**Pin placement**

Pins as bars across the die edge, other pins in gray.
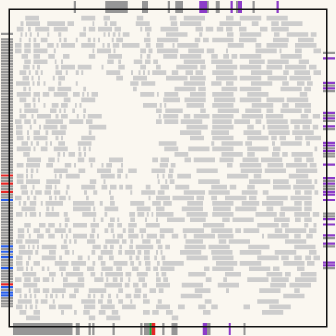
**Routed metal, one color a layer**

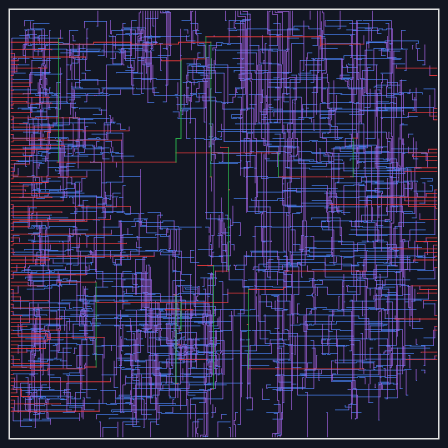
Design node_packet_ctrl, sky130hd; sources not shown.
==> run notes <==
Results of the run.

The transition time recorded at the tightest slew-check pin is 0.374 ns. The layout cell share with drive strength beyond 1 is 25.2%. The first TritonRoute pass finished after 4 iterations. After layout, the worst setup slack is -0.00667 ns. Summed over all layers, the global routing overflow is 0. After filler insertion, the fill cell instance count of the layout stands at 2342. The checks that failed: negative setup slack.

The top-level I/O count is 226. The category of the critical setup timing path is register to output pin. In this design, the stage delay of the slowest critical-path cell is 0.50 ns. For this run, the final setup violation count is recorded as 3. The endpoint arrival time on the critical path is 2.01 ns. According to the finish report, the design has a final net count of 1001.

Counting flops with a built-in enable in the synthesized netlist gives 128. The number of stages on the worst hold path is 2. In this run the remaining antenna-violating nets after routing total 0. The number of global-route vias before repair is 6311. In this run the standard cell core region covers 23300 um^2. The Yosys step of the flow raised 0 warnings.

The total nets after synthesis is 753. For this design the ratio of total power to cell area is 948 nW/um^2. The run finished, with violations left. The clock-pin slew on the worst setup and hold paths is 0.06 ns. The slowest cell on the critical path is sky130_fd_sc_hd__mux4_2.
Notes on 'pin placement' above:
[`tx_id`] red | pins: 6 | direction: output | edge: 4 left, 2 bottom
[`node_id`] blue | pins: 8 | direction: input | edge: left
[`rx_data`] purple | pins: 32 | direction: output | edge: 21 right, 8 top, 3 bottom
[`N_rst`] green | pins: 1 | direction: input | edge: bottom
all pins by edge: 100 left, 54 bottom, 38 right, 34 top
die x size: 158 um
number of port buffers: 193
die span in y: 158 um

Notes on 'routed metal, one color a layer' above:
[M3] red | wire length: 1880 um
[M1] blue | wire length: 8890 um
[M4] green | wire length: 360 um
[M2] purple | wire length: 11100 um
global router's overall resource usage: 17.7%
detail-routed net length per standard cell: 18.6 um
Detailed Route WL: 22200 um
vias after detailed routing: 5671

-- synthesized netlist by cell type, drive strengths merged, types with 2 or more instances --
| cell type | number |
|---|---|
| inv | 15 |
| nor2b | 3 |
| a21boi | 4 |
| xnor2 | 10 |
| nor2 | 19 |
| nand2b | 3 |
| nand3 | 8 |
| o21a | 4 |
| xor2 | 7 |
| ha | 18 |
| a21oi | 55 |
| and2 | 41 |
| nand2 | 111 |
| nand4 | 3 |
| nor4b | 2 |
| nor3 | 8 |
| buf | 15 |
| or3 | 2 |
| dfxtp | 80 |
| mux2i | 3 |
| mux4 | 32 |
| clkbuf | 16 |
| o21ai | 6 |
| edfxtp | 128 |
| and3 | 2 |
-- per-layer routing --
metal	GRT usage, %	vias up	wire length, um
met5	0	-	0
met4	4.16	0	360
met3	6.16	29	1880
met2	31.0	177	11100
met1	20.8	2801	8890
li1	-	2664	-
-- repair_timing --
item	CTS	global route
gates cloned	3	1
setup endpoints to repair	34	33
hold buffers	0	0
gates resized	200	25
hold endpoints to repair	0	0
pin swaps	2	29
buffers inserted	22	0
-- cells by family (layout without fill, tap and decap cells) --
logic type	Yosys count	in the layout	share of synthesized area, %
xor+xnor	17	17	1.89
mux	35	35	9.07
buf+inv	46	312	2.57
simple gates	208	208	12.3
fa+ha+maj	19	19	2.96
compound gates	75	75	5.40
flops	208	208	65.8
-- worst register-to-register path: stages (launching register included) --
cell and delay [ns]:
sky130_fd_sc_hd__dfxtp_1 0.33, sky130_fd_sc_hd__or3_4 0.45, sky130_fd_sc_hd__and2_1 0.20, sky130_fd_sc_hd__ha_1 0.27, sky130_fd_sc_hd__inv_1 0.06, sky130_fd_sc_hd__ha_1 0.13
sky130_fd_sc_hd__inv_1 0.04, sky130_fd_sc_hd__fa_1 0.38, sky130_fd_sc_hd__xor2_1 0.16, sky130_fd_sc_hd__xnor2_1 0.15, sky130_fd_sc_hd__nor2_1 0.06
-- through the flow --
| stage | hold WS, ns | TNS, ns | utilization (%) |
|---|---|---|---|
| global route | 0.476 | -1.25 | 52.2 |
| finish | 0.455 | -0.0126 | 52.2 |
| detailed placement | 0.449 | -0.327 | 46.3 |
| CTS | 0.459 | -0.575 | 51.7 |
| global placement | 0.442 | -0.247 | 46.3 |
| floorplan | 0.453 | 0 | - |
-- final cells by class --
cell class	count	area (um^2)	share of cell area, %
sequential	208	5450	44.8
multi-input combinational	354	2750	22.6
timing repair buffer	253	2680	22.0
clock buffer	31	648	5.32
tap	319	399	3.28
clock inverter	13	195	1.60
inverter	15	56.3	0.463
-- report_power, final --
part	leakage [nW]	switching, mW	internal [mW]
clock	0.411	1.36	2.35
combinational	2.07	1.47	2.24
sequential	1.82	0.164	3.96
Power and IR drop assume default switching activity.
